<file path="src/rtl/smart_output_port_arbiter.sv">
// smart_output_port_arbiter: credit-gated round-robin arbiter driving one registered router output link
module smart_output_port_arbiter #(
    parameter  int NUM_INPUTS   = 5,
    parameter  int BUFFER_DEPTH = 4,
    parameter  int FLIT_WIDTH   = 33,
    localparam int CW           = $clog2(BUFFER_DEPTH + 1),
    localparam int PW           = (NUM_INPUTS > 1) ? $clog2(NUM_INPUTS) : 1
) (
    input  logic                             clk,
    input  logic                             rst_n,
    input  logic                             port_enable,
    input  logic [NUM_INPUTS-1:0]            req_valid,
    input  logic [NUM_INPUTS*FLIT_WIDTH-1:0] req_flit,
    output logic [NUM_INPUTS-1:0]            req_grant,
    output logic                             out_valid,
    output logic [FLIT_WIDTH-1:0]            out_flit,
    input  logic                             credit_in,
    output logic [CW-1:0]                    credit_count,
    output logic                             credit_overflow
);
    localparam logic [CW-1:0] MAX_CREDIT = CW'(BUFFER_DEPTH);

    logic [PW-1:0]         rr_ptr_q, rr_ptr_d, grant_idx, idx;
    logic                  found, grant;
    logic [CW-1:0]         credit_q, credit_d;
    logic                  ovf_q, ovf_d;
    logic                  out_valid_q, out_valid_d;
    logic [FLIT_WIDTH-1:0] out_flit_q, out_flit_d;
    logic                  consume_only, return_only;

    // Search from rr_ptr upward with wrap; the first valid requester wins
    always_comb begin
        grant_idx = '0;
        found     = 1'b0;
        idx       = '0;
        for (int k = 0; k < NUM_INPUTS; k++) begin
            idx = PW'((int'(rr_ptr_q) + k) % NUM_INPUTS);
            if (!found && req_valid[idx]) begin
                found     = 1'b1;
                grant_idx = idx;
            end
        end
    end

    // Credits are consumed at grant time, so an empty counter blocks the grant itself
    assign grant        = rst_n && port_enable && (credit_q != '0) && found;
    assign req_grant    = grant ? (NUM_INPUTS'(1) << grant_idx) : '0;
    assign consume_only = grant && !credit_in;
    assign return_only  = !grant && credit_in;

    // Next-state for pointer, output register and credit bookkeeping
    always_comb begin
        rr_ptr_d    = grant ? PW'((int'(grant_idx) + 1) % NUM_INPUTS) : rr_ptr_q;
        out_valid_d = grant;
        out_flit_d  = grant ? req_flit[int'(grant_idx)*FLIT_WIDTH +: FLIT_WIDTH] : out_flit_q;
        credit_d    = consume_only                               ? credit_q - CW'(1) :
                      (return_only && credit_q != MAX_CREDIT)    ? credit_q + CW'(1) :
                                                                   credit_q;
        ovf_d       = ovf_q || (return_only && credit_q == MAX_CREDIT);
    end

    // State registers; reset drops any in-flight flit and restores full credit
    always_ff @(posedge clk or negedge rst_n) begin
        if (!rst_n) begin
            rr_ptr_q    <= '0;
            out_valid_q <= 1'b0;
            out_flit_q  <= '0;
            credit_q    <= MAX_CREDIT;
            ovf_q       <= 1'b0;
        end else begin
            rr_ptr_q    <= rr_ptr_d;
            out_valid_q <= out_valid_d;
            out_flit_q  <= out_flit_d;
            credit_q    <= credit_d;
            ovf_q       <= ovf_d;
        end
    end

    assign out_valid       = out_valid_q;
    assign out_flit        = out_flit_q;
    assign credit_count    = credit_q;
    assign credit_overflow = ovf_q;
endmodule

</file>
<file path="config.mk">
export PLATFORM = sky130hd
export DESIGN_NAME = smart_output_port_arbiter
export DESIGN_NICKNAME = d
export VERILOG_FILES = /design/src/rtl/smart_output_port_arbiter.sv
export SDC_FILE = /design/constraint.sdc
export NUM_CORES = 1
export LEC_CHECK = 0
export ABC_AREA = 0
export CAP_MARGIN = 20
export CELL_PAD_IN_SITES_DETAIL_PLACEMENT = 0
export CELL_PAD_IN_SITES_GLOBAL_PLACEMENT = 1
export CORE_AREA = 4 4 138 140
export DETAILED_ROUTE_END_ITERATION = 10
export DIE_AREA = 0 0 142 144
export PLACE_DENSITY_LB_ADDON = 0.1
export SLEW_MARGIN = 20
export SYNTH_ARGS = -nofsm -noshare
export SYNTH_HDL_FRONTEND = slang
export SYNTH_SLANG_ARGS = --single-unit
</file>
<file path="constraint.sdc">
create_clock -name clk -period 6.87 [get_ports clk]
set_clock_uncertainty 0.15 [all_clocks]
set_input_delay 1.374 -clock clk [delete_from_list [all_inputs] [get_ports clk]]
set_output_delay 1.374 -clock clk [all_outputs]
set_load 0.01 [all_outputs]
</file>
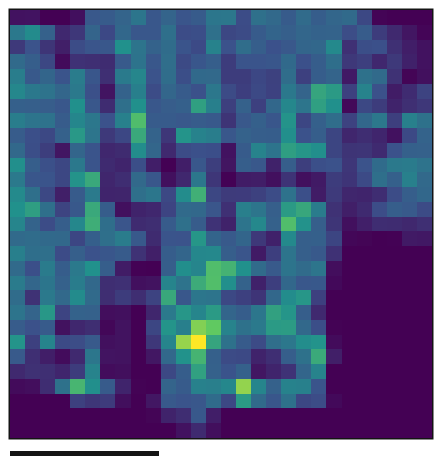
Fig. 1. Signal metal coverage by tile.
The bar under the picture is 50 um long. The die is cut into 28 by 29 equal tiles; dark purple is low, yellow is high, scaled to the fullest tile. Values are wire area over tile area, all layers added.
- nearly empty tiles: 18%
- tiles over half the peak: 6.3%
- mean over tiles: 0.14
- emptiest ninth of the die: bottom right
- fullest tile: 0.62
total number of vias: 5018
Post-Route WL: 18500 um
Avg WL per Cell: 18.6 um
GR Util All Layers: 17.3%

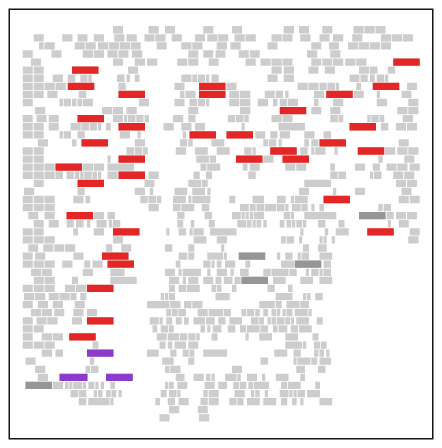
Fig. 2. Register map, names as in the netlist.
- purple: credit_count (flops 3)
- red: out_flit (flops 33)
flop share of the area: 14.0%
Storage cell area: 0.00103 sq mm
sequential cell power: 0.443 mW
fin util: 41.2%

==> results.txt <==
Pwr dens: 611 mW/mm^2
Max-cap check violation count: 0
Most used DFF post-synth: dfrtp_1
Hold Vio Cnt, Final: 0
WP data required: 5.35 ns
Async S/R FF share, synth: 100%
Status: finished, final reports clean
YS warnings: 0
Detail Route Antenna Nets: 0
Critical path's most frequent cell: ha_1
Ports: 217
Die x size: 142 um
Gate Count Post-Synth: 548
Vias in the first global route: 5077
Late-Pin Clk Latency: 0.29 ns
Number of vias per cell: 5.07
First-pass DRT Iterations: 4
Psw: 2.20 mW
Seq/Total Area, Yosys: 21.7%
Initial antenna violation count: 2
Yosys Instances: 548
Num CTS Buffers: 5
Hold WC Path Type: flip-flop to flip-flop
CP max stage delay: 0.56 ns
Switching share of power: 49.0%
Port Buf Inserts: 216
Combinational cell fraction of total power: 83.9%
Pre-CTS setup slack: -0.0633 ns
Peak VDD IR: 0.000470 V
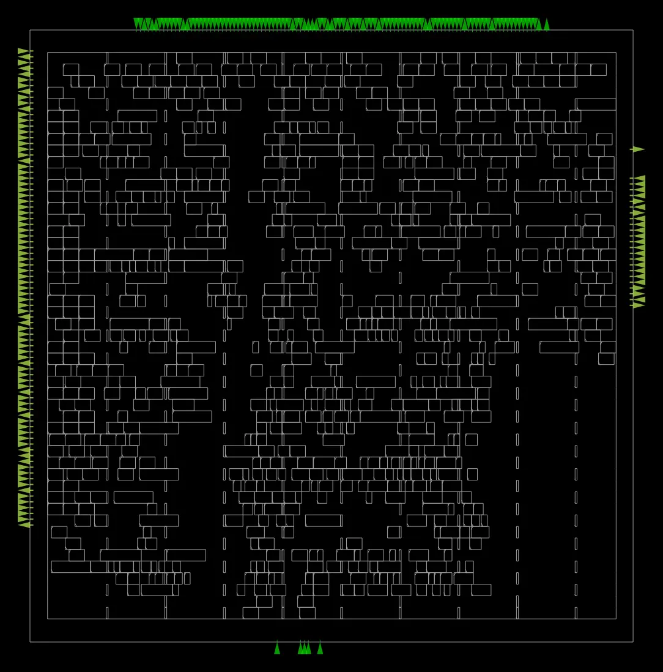
Fig. 3. Placement view.
core area: 0.0178 sq mm
Layout Cells excl Fill: 990
FILL cells: 1745

## cells in the final DEF, fill, tap and decap left out, types with 6 or more instances in the layout
cell             synthesis  final
a21oi_1                 16     15
and3_1                  10      9
buf_4                    1     22
clkdlybuf4s50_1          0    210
dfrtp_1                 40     40
ha_1                    26     26
inv_1                   16     16
inv_2                    7      7
mux2_2                   6      6
mux2i_1                 88     86
nand2_1                 50     50
nand2b_1                11     11
nand3_1                 32     32
nor2_1                  22     22
nor3_1                   9      9
o211ai_1                32     32
o21ai_0                 17     17
o21bai_1                30     30
xnor2_1                  9      9
## power groups by stage
stage / Combinational (mW) / Clock, mW / Sequential (mW)
3_5_place_dp: 3.70 / 0 / 0.445
5_1_grt: 4.14 / 0.304 / 0.459
3_3_place_gp: 3.65 / 0 / 0.443
4_1_cts: 3.80 / 0.293 / 0.444
6_report: 3.77 / 0.282 / 0.443
2_1_floorplan: 2.76 / 0 / 0.488
## final timing paths
| check | start | end | cells past startpoint |
|---|---|---|---|
| worst max-delay path | rr_ptr_q[1] | req_grant[3] | 23 |
| max in group asynchronous | rst_n | rr_ptr_q[1] | 2 |
| min in group asynchronous | rst_n | credit_overflow | 2 |
| worst min-delay path | credit_overflow | credit_overflow | 1 |
| worst min register to register | credit_overflow | credit_overflow | 1 |
| worst max register to register | rr_ptr_q[1] | out_flit[29] | 24 |
## cells by family (layout without fill, tap and decap cells)
family	count (synthesis)	in the layout	synth area share, %
AOI/OAI and AO/OA	150	150	24.4
xor gates and xnor gates	10	10	2.01
adders and majority gates	27	27	7.30
buffers and inverters	58	269	6.22
DFF	41	41	21.7
muxes	95	95	20.5
other	0	2	0
and+or+nand+nor	167	167	17.8
## final cells by class
cell class | instances | area (sq um)
Antenna cell | 2 | 5.00
Clock buffer | 7 | 143
Clock inverter | 1 | 30.0
Fill cell | 1745 | 10500
Inverter | 23 | 86.3
Multi-Input combinational cell | 449 | 3440
Sequential cell | 41 | 1030
Tap cell | 229 | 287
Timing Repair Buffer | 238 | 2330
## flip-flops by register name, summed over array words and instances (netlist names)
| signal | flops |
|---|---|
| credit_overflow | 1 |
| rr_ptr_q | 3 |
| out_valid | 1 |
| credit_count | 3 |
| out_flit | 33 |
## routing by layer
metal  vias up  share of wire, %
li1       2459                 -
met3        28               5.8
met2       180                52
met5         -                 0
met1      2351                40
met4         0               2.7
## through the flow
step	cell area [sq um]	hold WS, ns	TNS, ns	instances
final	7350	0.324	0	990
after global placement	7100	0.316	0	976
after floorplan	4730	0.353	0	548
after global routing	7350	0.366	-0.00465	990
after detailed placement	7100	0.313	-0.0990	976
after CTS	7310	0.331	0	987
## timing repair
action                     CTS  global route
pin swaps                    2             2
setup endpoints to repair    5             5
setup buffers                3             1
gates resized                3             9
gates cloned                 0             0
Power and IR drop assume default switching activity.
